===== config.mk =====
export PLATFORM = sky130hd
export DESIGN_NAME = serial_subtractor_flat
export DESIGN_NICKNAME = d
export VERILOG_FILES = /design/src/rtl/serial_subtractor_if.sv /design/src/rtl/serial_subtractor.sv /design/src/flat_wrapper.sv
export SDC_FILE = /design/constraint.sdc
export NUM_CORES = 1
export LEC_CHECK = 0
export ABC_AREA = 1
export CORE_MARGIN = 4
export CORE_UTILIZATION = 36
export CTS_BUF_LIST = sky130_fd_sc_hd__clkbuf_4
export DETAILED_ROUTE_END_ITERATION = 7
export HOLD_SLACK_MARGIN = 0.08
export SYNTH_ARGS = -nofsm -noshare
export SYNTH_HDL_FRONTEND = slang
export SYNTH_SLANG_ARGS = --single-unit

===== constraint.sdc =====
create_clock -name clock -period 2.8 [get_ports clock]
set_clock_uncertainty 0.15 [all_clocks]
set_input_delay 0.56 -clock clock [delete_from_list [all_inputs] [get_ports clock]]
set_output_delay 0.56 -clock clock [all_outputs]
set_load 0.01 [all_outputs]

===== src/rtl/serial_subtractor_if.sv =====
// ---------------------------------------------------------------------------
// serial_subtractor_if
//   Handshake and operand/result bundle for the bit-serial subtractor.
//
//   Optional macro: SERIAL_SUB_OVF_EN adds the signed-overflow flag ovf.
//
//   Signals
//     start  requester -> subtractor  request, honoured only when idle
//     in1    requester -> subtractor  minuend
//     in2    requester -> subtractor  subtrahend
//     bin    requester -> subtractor  borrow-in
//     busy   subtractor -> requester  operation in progress
//     done   subtractor -> requester  one-cycle completion pulse
//     diff   subtractor -> requester  in1 - in2 - bin mod 2^WIDTH
//     bout   subtractor -> requester  unsigned borrow-out
//     ovf    subtractor -> requester  two's-complement overflow (optional)
//
//   Modports
//     master  the requesting FSM
//     slave   the subtractor itself
// ---------------------------------------------------------------------------
interface serial_subtractor_if #(
  parameter int WIDTH = 4
);
  logic             start;
  logic [WIDTH-1:0] in1;
  logic [WIDTH-1:0] in2;
  logic             bin;
  logic             busy;
  logic             done;
  logic [WIDTH-1:0] diff;
  logic             bout;
`ifdef SERIAL_SUB_OVF_EN
  logic             ovf;

  modport master (
    output start, in1, in2, bin,
    input  busy, done, diff, bout, ovf
  );

  modport slave (
    input  start, in1, in2, bin,
    output busy, done, diff, bout, ovf
  );
`else
  modport master (
    output start, in1, in2, bin,
    input  busy, done, diff, bout
  );

  modport slave (
    input  start, in1, in2, bin,
    output busy, done, diff, bout
  );
`endif
endinterface


===== src/rtl/serial_subtractor.sv =====
// ---------------------------------------------------------------------------
// serial_subtractor
//   Bit-serial subtractor: diff = in1 - in2 - bin, one bit per clock, LSB
//   first, through a single 1-bit full-subtractor cell and one borrow
//   flip-flop. A start/busy/done handshake connects it to the controlling
//   FSM. WIDTH+1 cycles elapse from the accepting edge to the done pulse.
//
//   Optional macro: SERIAL_SUB_OVF_EN adds the registered ovf output.
//
//   Parameters
//     WIDTH  operand/result width (>= 2)
//     CNT_W  bit-counter width, 2**CNT_W must exceed WIDTH
//
//   Ports
//     clock  rising-edge clock
//     reset  synchronous, active-high reset
//     bus    serial_subtractor_if.slave: start/in1/in2/bin in,
//            busy/done/diff/bout(/ovf) out
// ---------------------------------------------------------------------------
module serial_subtractor #(
  parameter int WIDTH = 4,
  parameter int CNT_W = 3
) (
  input  logic               clock,
  input  logic               reset,
  serial_subtractor_if.slave bus
);

  typedef enum logic [1:0] {
    IDLE = 2'd0,
    RUN  = 2'd1,
    DONE = 2'd2
  } state_t;

  state_t           state;
  logic [WIDTH-1:0] a;
  logic [WIDTH-1:0] b;
  // Holds the WIDTH-1 result bits produced so far. The bit produced on the
  // final edge goes straight into diff, so no extra register bit is needed.
  logic [WIDTH-2:0] res;
  logic             borrow;
  logic [CNT_W-1:0] cnt;
  logic             busy_q;
  logic             done_q;
  logic [WIDTH-1:0] diff_q;
  logic             bout_q;

  logic             d;
  logic             borrow_next;
  logic [WIDTH-1:0] res_next;
  logic             last_bit;

  // The single full-subtractor cell working on the current LSBs.
  always_comb begin
    d           = a[0] ^ b[0] ^ borrow;
    borrow_next = (~a[0] & b[0]) | (~(a[0] ^ b[0]) & borrow);
    res_next    = {d, res};
    last_bit    = (cnt == CNT_W'(WIDTH - 1));
  end

`ifdef SERIAL_SUB_OVF_EN
  logic ovf_q;
`endif

  // Control FSM and datapath. busy_q/done_q always change together with
  // state, so they are registered copies of the RUN/DONE decodes.
  always_ff @(posedge clock) begin
    if (reset) begin
      state  <= IDLE;
      busy_q <= 1'b0;
      done_q <= 1'b0;
      diff_q <= '0;
      bout_q <= 1'b0;
      cnt    <= '0;
      borrow <= 1'b0;
      a      <= '0;
      b      <= '0;
      res    <= '0;
`ifdef SERIAL_SUB_OVF_EN
      ovf_q  <= 1'b0;
`endif
    end else begin
      case (state)
        IDLE: begin
          if (bus.start) begin
            a      <= bus.in1;
            b      <= bus.in2;
            borrow <= bus.bin;
            cnt    <= '0;
            state  <= RUN;
            busy_q <= 1'b1;
          end
        end

        RUN: begin
          a      <= a >> 1;
          b      <= b >> 1;
          borrow <= borrow_next;
          res    <= res_next[WIDTH-1:1];
          cnt    <= cnt + 1'b1;
          if (last_bit) begin
            diff_q <= res_next;
            bout_q <= borrow_next;
`ifdef SERIAL_SUB_OVF_EN
            // On the last bit a[0]/b[0] are the original operand MSBs and
            // d is the result MSB, so no separate MSB latches are needed.
            ovf_q  <= (a[0] != b[0]) && (d != a[0]);
`endif
            state  <= DONE;
            busy_q <= 1'b0;
            done_q <= 1'b1;
          end
        end

        DONE: begin
          done_q <= 1'b0;
          state  <= IDLE;
        end

        default: begin
          state  <= IDLE;
          busy_q <= 1'b0;
          done_q <= 1'b0;
        end
      endcase
    end
  end

  assign bus.busy = busy_q;
  assign bus.done = done_q;
  assign bus.diff = diff_q;
  assign bus.bout = bout_q;
`ifdef SERIAL_SUB_OVF_EN
  assign bus.ovf  = ovf_q;
`endif

endmodule


===== src/flat_wrapper.sv =====
// flat-port wrapper written by rule: the top's interface ports become plain ports
module serial_subtractor_flat 
#(
  parameter int WIDTH = 4,
  parameter int CNT_W = 3
)
  (clock, reset, bus_start, bus_in1, bus_in2, bus_bin, bus_busy, bus_done, bus_diff, bus_bout);
  serial_subtractor_if #(.WIDTH(WIDTH)) bus_i ();
  input  logic clock;
  input  logic reset;
  input wire logic [$bits(bus_i.start)-1:0] bus_start;
  input wire logic [$bits(bus_i.in1)-1:0] bus_in1;
  input wire logic [$bits(bus_i.in2)-1:0] bus_in2;
  input wire logic [$bits(bus_i.bin)-1:0] bus_bin;
  output wire logic [$bits(bus_i.busy)-1:0] bus_busy;
  output wire logic [$bits(bus_i.done)-1:0] bus_done;
  output wire logic [$bits(bus_i.diff)-1:0] bus_diff;
  output wire logic [$bits(bus_i.bout)-1:0] bus_bout;
  assign bus_i.start = bus_start;
  assign bus_i.in1 = bus_in1;
  assign bus_i.in2 = bus_in2;
  assign bus_i.bin = bus_bin;
  assign bus_busy = bus_i.busy;
  assign bus_done = bus_i.done;
  assign bus_diff = bus_i.diff;
  assign bus_bout = bus_i.bout;
  serial_subtractor #(.WIDTH(WIDTH), .CNT_W(CNT_W)) u_core (.clock(clock), .reset(reset), .bus(bus_i));
endmodule

Run 1, metal 1:
Bar = 20 µm. Supply wires on this layer in grey.
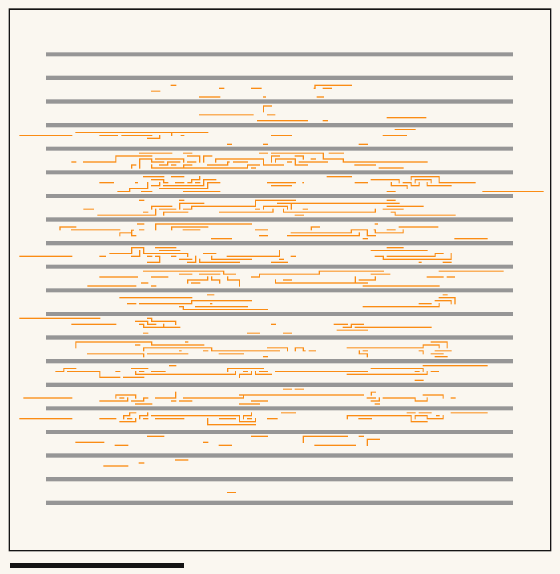
158 nets have wire on it. The layer holds 46% of the routed length.
via count: 911
final wirelength: 2.09 mm
met1 GRT Util: 12.7%

Run 1, signal wires on met2:
Bar = 20 µm.
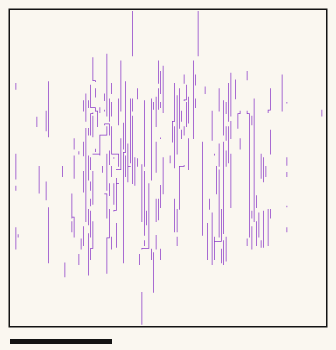
The wires run mostly vertical. The layer holds 46% of the routed length. The layer carries 966 µm of wire.
GRT met2 Usage: 18.0%

==> results_slide.txt, run 1 <==
Run Summary

Setup path
  – CP cell instances: clkdlybuf4s50_1
  – WP data arrival: 1200 ps
  – Critical path origin: u_core.bus.busy
  – Crit path kind: register to output pin
  – Worst Setup EP: bus_busy
  – RR Startpoint: u_core.state[0]
  – Crit-path leading delay family: buffers and inverters
  – Critical Path Stages: 1
  – FF-to-FF path depth: 5
  – Crit path launch type: register
  – CP bufs+invs: 1
  – Critical-path top delay cell: clkdlybuf4s50_1
  – Crit path max fanout: 2
  – Worst Path Required: 2090 ps
  – Reg2reg setup slack: 1270 ps
  – Crit path capture type: output pin

Placed design
  – Pre-CTS WS: 834 ps
  – HPWL after DPL: 1.50 mm
  – Dpl cells: 184
  – Placed standard-cell area: 1240 µm²
  – Final estimated routing congestion in global placement: 0.836

Cells and area
  – Synth-to-Final Area Change: 19.6%
  – Gate Area: 452 µm²
  – Commonest Layout Cell: nand3_1
  – Fillers: 311
  – Final Instance Count excl. Fillers: 187
  – Area-dominant class: flip-flops and latches
  – Nonclk buf count: 19
  – Nets: 173
  – Comb_multi_in: 88
  – Layout cells sized above 1: 5.77%
  – Non-clk buf share: 14.8%
  – # diodes: 0
  – Final design area excluding fillers: 1270 µm²
  – Flop share of the area: 37.9%
  – Flops: 24
  – Most instantiated logic cells after routing: nand3_1, dfxtp_1, inv_1
  – Final core utilization: 45.5%
  – Non-clock inverters: 22

Global route
  – Vias in the first global route: 891
  – Number of antenna violations at the first check in global routing: 0
  – Gr busiest metal: met2
  – Largest net degree at the start of global routing: 25
  – Tot GR Track Use: 11.0%
  – GRT Residual Overflow: 0

Logic synthesis
  – Post-Syn Area: 1060 µm²
  – Register share after synthesis: 45.4%
  – Asr flop ratio synth: 0%
  – Yosys cell types: 20
  – Dominant cells by area after synthesis: dfxtp_1, nand3_1, inv_1
  – Adder Area Share: 4.26%
  – Top cell area share: 45.4%
  – Dominant combinational family: simple AND/OR/NAND/NOR gates
  – Floorplan net count: 155
  – Synth Area in Compound Gates: 11.1%
  – Post-synth EDFFs: 0
  – Synth Area per Inst: 7.56 µm²
  – Top post-synthesis cells by count: nand3_1, dfxtp_1, inv_1, nor2_1, nand2_1
  – Count leader, synth: nand3_1
  – Post-synth top area cell: dfxtp_1
  – Mux area share: 0%
  – Yosys reg bits: 24
  – XORs/XNORs by Area: 0%
  – Number of cells in Yosys stat: 140
  – Cells after synthesis: 140
  – Ys Warns: 0

Drt
  – DR WL met2: 966 µm
  – Drt initial violations: 42
  – WL/cell: 11.2 µm
  – Via/cell ratio: 4.87
  – First drt pass iteration count: 4
  – Highest routed metal layer: met4
  – Routed met3 length: 138 µm
  – Antenna-violating nets left: 0

Job
  – Tool Warnings: 26
  – MaxCap Viol Count: 0

STA
  – Max-slew headroom: 73.4%
  – RSZ-0062 raised after global routing: false
  – # setup viols final: 0
  – Cycle use final: 68.4%
  – Min Tclk post-route: 1910 ps
  – Worst Tran Pin Value: 399 ps
  – WHS: 318 ps
  – Fmax: 522 MHz
  – Final Max Tran Viols: 0
  – Final Hold Fails: 0

Clock tree
  – CTS root buf: clkbuf_4
  – Buffers from clock root to sink, at most: 2
  – H-tree Lvls: 1
  – CTS Buf Count: 3
  – Clock transition at the registers of the reported paths: 130 ps
  – Total setup buffers inserted after CTS: 0
  – # resized after CTS: 0
  – CTS tree: yes
  – Hold-fix buffers, CTS: 0
  – Sink Count: 24

Power
  – Comb pwr share: 14.2%
  – PD cells: 481 nW/µm²
  – Maximum vdd ir drop: 0.311 mV
  – LEAKAGE: 0.543 nW
  – Internal: 451 µW
  – Total power: 609 µW
  – Main power group: registers
  – Switching pwr: 159 µW
  – Flop pwr share: 61.1%

Die
  – Die Ht: 62.2 µm
  – Die width: 62.2 µm
  – Initial core utilization: 38.1%
  – # rows: 19
  – Die area: 3870 µm²
  – Core box area: 2780 µm²
  – Top-Level Pins: 19

Run status
  – Status: completed

Min path
  – Hold Path Depth: 1
  – Worst hold endpoint: u_core.cnt[0]
  – Hold Path Class: register to register
Run 1, metal 3:
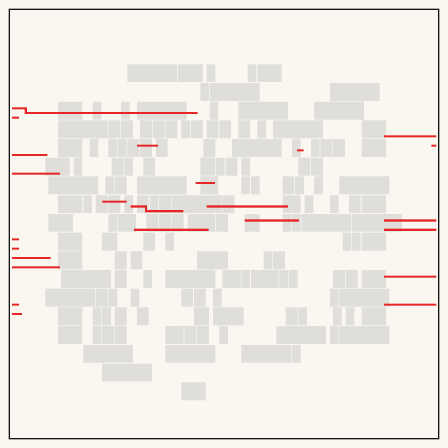
The layer carries 139 µm of wire. The longest straight run is 24.8 µm. The wires run mostly horizontal. 21 nets have wire on it.
grt met3 use: 5.41%

Run 1, routed clock nets over the placement:
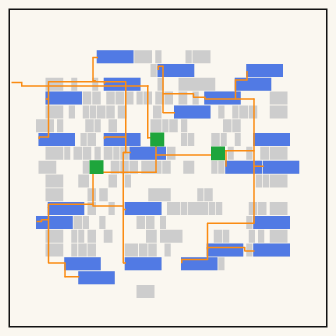
Key: clock wires = orange [length 305 µm]; flip-flops = blue [count 24]; clock drivers = green [count 3]
There are 4 routed clock nets.
clock network power: 151 µW
clock share of power: 24.8%
Clock Latency Late Sink: 310 ps

Run 1, congestion heat map:
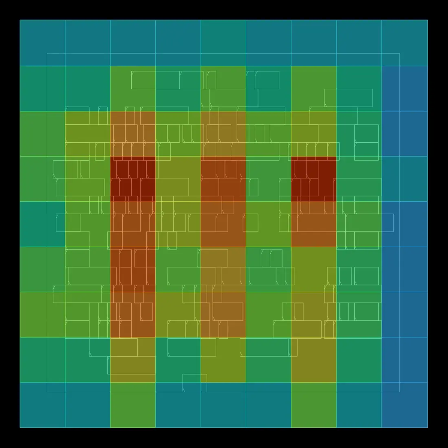

==> inputs of run 2 (changes only) <==
clock period = 1.8 ns   (was 2.8 ns; I/O delays follow)
Run 2, congestion heat map:
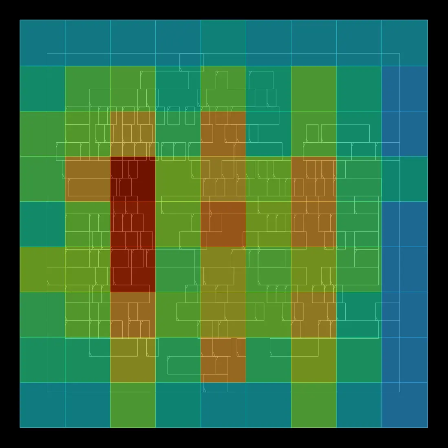
final core utilization: 46.2%
met1 GRT Util: 13.6%
WL/cell: 10.9 µm

==> results_slide.txt, run 2 <==
Run Summary

Run status
  – Status: completed

Power
  – Clock share of power: 25.2% (+0.4 points)
  – Flop pwr share: 59.9% (-1.2 points)
  – Comb pwr share: 14.8% (+0.6 points)
  – Clock network power: 242 µW (+60%)
  – LEAKAGE: 0.554 nW (+2.1%)
  – Maximum vdd ir drop: 0.609 mV (+96%)
  – Internal: 708 µW (+57%)
  – Main power group: registers
  – Total power: 960 µW (+58%)
  – PD cells: 747 nW/µm² (+55%)
  – Switching pwr: 252 µW (+59%)

Placed design
  – Pre-CTS WS: 213 ps (-620 ps)
  – HPWL after DPL: 1.49 mm (-0.37%)
  – Placed standard-cell area: 1260 µm² (+1.2%)
  – Final estimated routing congestion in global placement: 0.777 (-7.1%)
  – Dpl cells: 186 (+1.1%)

Cells and area
  – Area-dominant class: flip-flops and latches
  – Final design area excluding fillers: 1280 µm² (+1.5%)
  – Gate Area: 452 µm² (unchanged)
  – Synth-to-Final Area Change: 21.4%
  – Nets: 175 (+1.2%)
  – Comb_multi_in: 88 (unchanged)
  – Layout cells sized above 1: 6.92% (+1.1 points)
  – Most instantiated logic cells after routing: nand3_1, dfxtp_1, inv_1
  – Flop share of the area: 37.4% (-0.55 points)
  – Final Instance Count excl. Fillers: 190 (+1.6%)
  – Non-clock inverters: 22 (unchanged)
  – Fillers: 276 (-11%)
  – Flops: 24 (unchanged)
  – Commonest Layout Cell: nand3_1
  – Non-clk buf share: 15.8% (+0.95 points)
  – Nonclk buf count: 21 (+2)
  – # diodes: 0 (unchanged)

Setup path
  – Critical Path Stages: 1 (unchanged)
  – Crit path capture type: output pin
  – Worst Setup EP: bus_diff[1]
  – WP data arrival: 1210 ps (about the same)
  – Crit path launch type: register
  – Crit-path leading delay family: buffers and inverters
  – Critical path origin: u_core.bus.diff[1]
  – CP bufs+invs: 1 (unchanged)
  – Worst Path Required: 1290 ps (-800 ps)
  – Reg2reg setup slack: 400 ps (-870 ps)
  – Crit path max fanout: 2 (unchanged)
  – CP cell instances: clkdlybuf4s50_1
  – Critical Path Max Stage Delay: 540 ps
  – Crit path kind: register to output pin
  – RR Startpoint: u_core.cnt[0]
  – FF-to-FF path depth: 7 (+2)

Die
  – # rows: 19 (unchanged)
  – Top-Level Pins: 19 (unchanged)
  – Core box area: 2780 µm² (unchanged)
  – Initial core utilization: 38.1% (unchanged)
  – Die width: 62.2 µm (unchanged)
  – Die area: 3870 µm² (unchanged)
  – Die Ht: 62.2 µm (unchanged)

Drt
  – Via/cell ratio: 4.95 (+1.6%)
  – Via count: 940 (+3.2%)
  – DR WL met2: 953 µm (-1.3%)
  – Routed met3 length: 111 µm (-20%)
  – Highest routed metal layer: met4
  – Final wirelength: 2.07 mm (-1.1%)
  – Wl on met1: 997 µm
  – Antenna-violating nets left: 0 (unchanged)
  – First drt pass iteration count: 4 (unchanged)
  – Drt initial violations: 43 (+2.4%)

STA
  – Post-route setup slack: 79.1 ps
  – Final Hold Fails: 0 (unchanged)
  – Final Max Tran Viols: 0 (unchanged)
  – Max-slew headroom: 80.2% (+6.8 points)
  – Fmax: 581 MHz
  – RSZ-0062 raised after global routing: false
  – Worst Tran Pin Value: 296 ps (-102 ps)
  – Cycle use final: 95.6%
  – WHS: 329 ps (+11.4 ps)
  – # setup viols final: 0 (unchanged)
  – Min Tclk post-route: 1720 ps

Logic synthesis
  – Post-synth top area cell: dfxtp_1
  – Post-Syn Area: 1060 µm² (unchanged)
  – Dominant cells by area after synthesis: dfxtp_1, nand3_1, inv_1
  – Count leader, synth: nand3_1
  – Cells after synthesis: 140 (unchanged)
  – Post-synth EDFFs: 0 (unchanged)
  – Register share after synthesis: 45.4% (unchanged)
  – XORs/XNORs by Area: 0% (unchanged)
  – Mux area share: 0% (unchanged)
  – Asr flop ratio synth: 0% (unchanged)
  – Yosys cell types: 20 (unchanged)
  – Yosys reg bits: 24 (unchanged)
  – Top cell area share: 45.4% (unchanged)
  – Synth Area per Inst: 7.56 µm² (unchanged)
  – Chip Area, Yosys: 1060 µm²
  – Dominant combinational family: simple AND/OR/NAND/NOR gates
  – Number of cells in Yosys stat: 140 (unchanged)
  – Top post-synthesis cells by count: nand3_1, dfxtp_1, inv_1, nor2_1, nand2_1
  – Floorplan net count: 155 (unchanged)
  – Synth Area in Compound Gates: 11.1% (unchanged)
  – Adder Area Share: 4.26% (unchanged)

Job
  – MaxCap Viol Count: 0 (unchanged)
  – Tool Warnings: 26 (unchanged)

Global route
  – GRT Residual Overflow: 0 (unchanged)
  – Number of antenna violations at the first check in global routing: 0 (unchanged)
  – Tot GR Track Use: 11.1% (+0.091 points)
  – Vias in the first global route: 910 (+2.1%)
  – Gr busiest metal: met2
  – Grt met3 use: 4.14% (-1.3 points)
  – GRT met2 Usage: 18.0% (unchanged)
  – Largest net degree at the start of global routing: 25 (unchanged)

Clock tree
  – Buffers from clock root to sink, at most: 2 (unchanged)
  – Clock Latency Late Sink: 310 ps (about the same)
  – Clock transition at the registers of the reported paths: 130 ps (about the same)
  – H-tree Lvls: 1 (unchanged)
  – # resized after CTS: 0 (unchanged)
  – CTS tree: yes
  – Sink Count: 24 (unchanged)
  – CTS root buf: clkbuf_4
  – CTS Buf Count: 3 (unchanged)
  – Total setup buffers inserted after CTS: 0 (unchanged)
  – Hold-fix buffers, CTS: 0 (unchanged)

Min path
  – Hold Path Class: register to register
  – Hold Path Depth: 1 (unchanged)
  – Worst hold endpoint: u_core.cnt[0]
Run 2, signal wires on met2:
Bar = 20 µm.
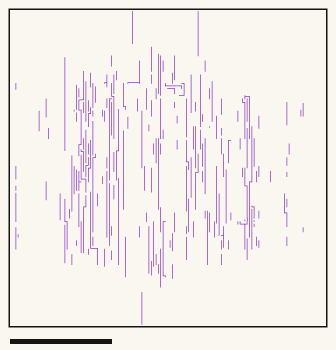

==> inputs of run 3 (changes only) <==
CORE_UTILIZATION = 53   (was 36)
PLACE_DENSITY = 0.8   (was default)
Run 3, signal wires on met2:
Bar = 20 µm.
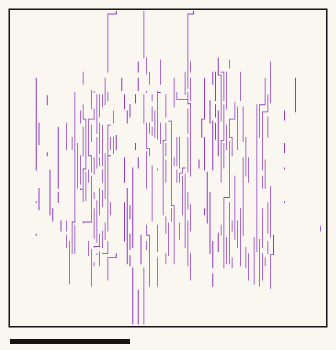
The layer carries 1030 µm of wire. The longest straight run is 24.5 µm. The layer holds 53% of the routed length. 144 nets have wire on it.
via count: 946
final wirelength: 1.96 mm
GRT met2 Usage: 31.2%

==> results_slide.txt, run 3 <==
Run Summary

Cells and area
  – Final core utilization: 72.4% (+26 points)
  – Final Instance Count excl. Fillers: 184 (-3.2%)
  – Nonclk buf count: 21 (unchanged)
  – Commonest Layout Cell: nand3_1
  – Area-dominant class: flip-flops and latches
  – Comb_multi_in: 88 (unchanged)
  – Fillers: 170 (-38%)
  – Flops: 24 (unchanged)
  – Non-clock inverters: 22 (unchanged)
  – Flop share of the area: 36.9% (-0.54 points)
  – Synth-to-Final Area Change: 23.2%
  – Most instantiated logic cells after routing: nand3_1, dfxtp_1, inv_1
  – Nets: 175 (unchanged)
  – Final design area excluding fillers: 1300 µm² (+1.5%)
  – Gate Area: 452 µm² (unchanged)
  – Non-clk buf share: 15.5% (-0.23 points)
  – Layout cells sized above 1: 7.55% (+0.63 points)
  – # diodes: 0 (unchanged)

Logic synthesis
  – Yosys reg bits: 24 (unchanged)
  – Post-synth top area cell: dfxtp_1
  – Synth Area in Compound Gates: 11.1% (unchanged)
  – Asr flop ratio synth: 0% (unchanged)
  – Adder Area Share: 4.26% (unchanged)
  – Synth Area per Inst: 7.56 µm² (unchanged)
  – Yosys cell types: 20 (unchanged)
  – Chip Area, Yosys: 1060 µm² (unchanged)
  – Post-Syn Area: 1060 µm² (unchanged)
  – Dominant cells by area after synthesis: dfxtp_1, nand3_1, inv_1
  – XORs/XNORs by Area: 0% (unchanged)
  – Register share after synthesis: 45.4% (unchanged)
  – Number of cells in Yosys stat: 140 (unchanged)
  – Cells after synthesis: 140 (unchanged)
  – Top cell area share: 45.4% (unchanged)
  – Dominant combinational family: simple AND/OR/NAND/NOR gates
  – Post-synth EDFFs: 0 (unchanged)
  – Top post-synthesis cells by count: nand3_1, dfxtp_1, inv_1, nor2_1, nand2_1
  – Count leader, synth: nand3_1
  – Mux area share: 0% (unchanged)
  – Floorplan net count: 155 (unchanged)

Setup path
  – Worst Setup EP: bus_done
  – Critical path origin: u_core.bus.done
  – CP bufs+invs: 1 (unchanged)
  – CP cell instances: clkdlybuf4s50_1
  – RR Startpoint: u_core.cnt[0]
  – Crit path kind: register to output pin
  – Crit-path leading delay family: buffers and inverters
  – Crit path launch type: register
  – Critical Path Stages: 1 (unchanged)
  – Crit path capture type: output pin
  – FF-to-FF path depth: 7 (unchanged)
  – Worst Path Required: 1290 ps (about the same)
  – Reg2reg setup slack: 410 ps (about the same)
  – Crit path max fanout: 2 (unchanged)
  – WP data arrival: 1210 ps (about the same)
  – Critical Path Max Stage Delay: 540 ps (about the same)

Clock tree
  – Clock transition at the registers of the reported paths: 130 ps (about the same)
  – Hold-fix buffers, CTS: 0 (unchanged)
  – Sink Count: 24 (unchanged)
  – H-tree Lvls: 1 (unchanged)
  – Total setup buffers inserted after CTS: 0 (unchanged)
  – Clock Latency Late Sink: 300 ps (about the same)
  – Buffers from clock root to sink, at most: 2 (unchanged)
  – # resized after CTS: 0 (unchanged)
  – CTS Buf Count: 3 (unchanged)
  – CTS root buf: clkbuf_4
  – CTS tree: yes

Min path
  – Hold Path Depth: 1 (unchanged)
  – Worst hold endpoint: u_core.cnt[0]
  – Hold Path Class: register to register

Die
  – Die width: 52.7 µm (-15%)
  – # rows: 15 (-4)
  – Initial core utilization: 58.7% (+21 points)
  – Top-Level Pins: 19 (unchanged)
  – Core box area: 1800 µm² (-35%)
  – Die area: 2780 µm² (-28%)
  – Die Ht: 52.7 µm (-15%)

STA
  – Final Max Tran Viols: 0 (unchanged)
  – Fmax: 583 MHz (+0.28%)
  – Cycle use final: 95.3% (-0.26 points)
  – RSZ-0062 raised after global routing: false
  – # setup viols final: 0 (unchanged)
  – Max-slew headroom: 78.5% (-1.7 points)
  – Worst Tran Pin Value: 322 ps (+25.5 ps)
  – WHS: 325 ps (-4.01 ps)
  – Min Tclk post-route: 1720 ps (-4.75 ps)
  – Final Hold Fails: 0 (unchanged)
  – Post-route setup slack: 83.8 ps (+4.75 ps)

Power
  – Main power group: registers
  – Flop pwr share: 52.3% (-7.6 points)
  – Switching pwr: 249 µW (-1.5%)
  – Clock share of power: 34.8% (+9.6 points)
  – Total power: 1.10 mW (+15%)
  – Internal: 852 µW (+20%)
  – Maximum vdd ir drop: 0.516 mV (-15%)
  – Clock network power: 382 µW (+58%)
  – PD cells: 844 nW/µm² (+13%)
  – LEAKAGE: 0.567 nW (+2.3%)
  – Comb pwr share: 12.9% (-1.9 points)

Global route
  – Grt met3 use: 3.70% (-0.44 points)
  – Largest net degree at the start of global routing: 25 (unchanged)
  – Tot GR Track Use: 16.4% (+5.4 points)
  – Met1 GRT Util: 17.4% (+3.9 points)
  – Gr busiest metal: met2
  – Vias in the first global route: 888 (-2.4%)
  – GRT Residual Overflow: 0 (unchanged)
  – Number of antenna violations at the first check in global routing: 0 (unchanged)

Job
  – Tool Warnings: 26 (unchanged)
  – MaxCap Viol Count: 0 (unchanged)

Placed design
  – HPWL after DPL: 1.48 mm (-0.94%)
  – Final estimated routing congestion in global placement: 0.800 (+2.9%)
  – Dpl cells: 180 (-3.2%)
  – Placed standard-cell area: 1250 µm² (-0.60%)

Run status
  – Status: completed

Drt
  – First drt pass iteration count: 4 (unchanged)
  – Via/cell ratio: 5.14 (+3.9%)
  – Highest routed metal layer: met4
  – Drt initial violations: 10 (-77%)
  – Routed met3 length: 108 µm (-2.7%)
  – DR WL met2: 1.03 mm (+8.5%)
  – Antenna-violating nets left: 0 (unchanged)
  – Wl on met1: 800 µm (-20%)
  – WL/cell: 10.7 µm (-2.0%)
Power figures rest on the tool's default switching activity, not on a simulated workload.
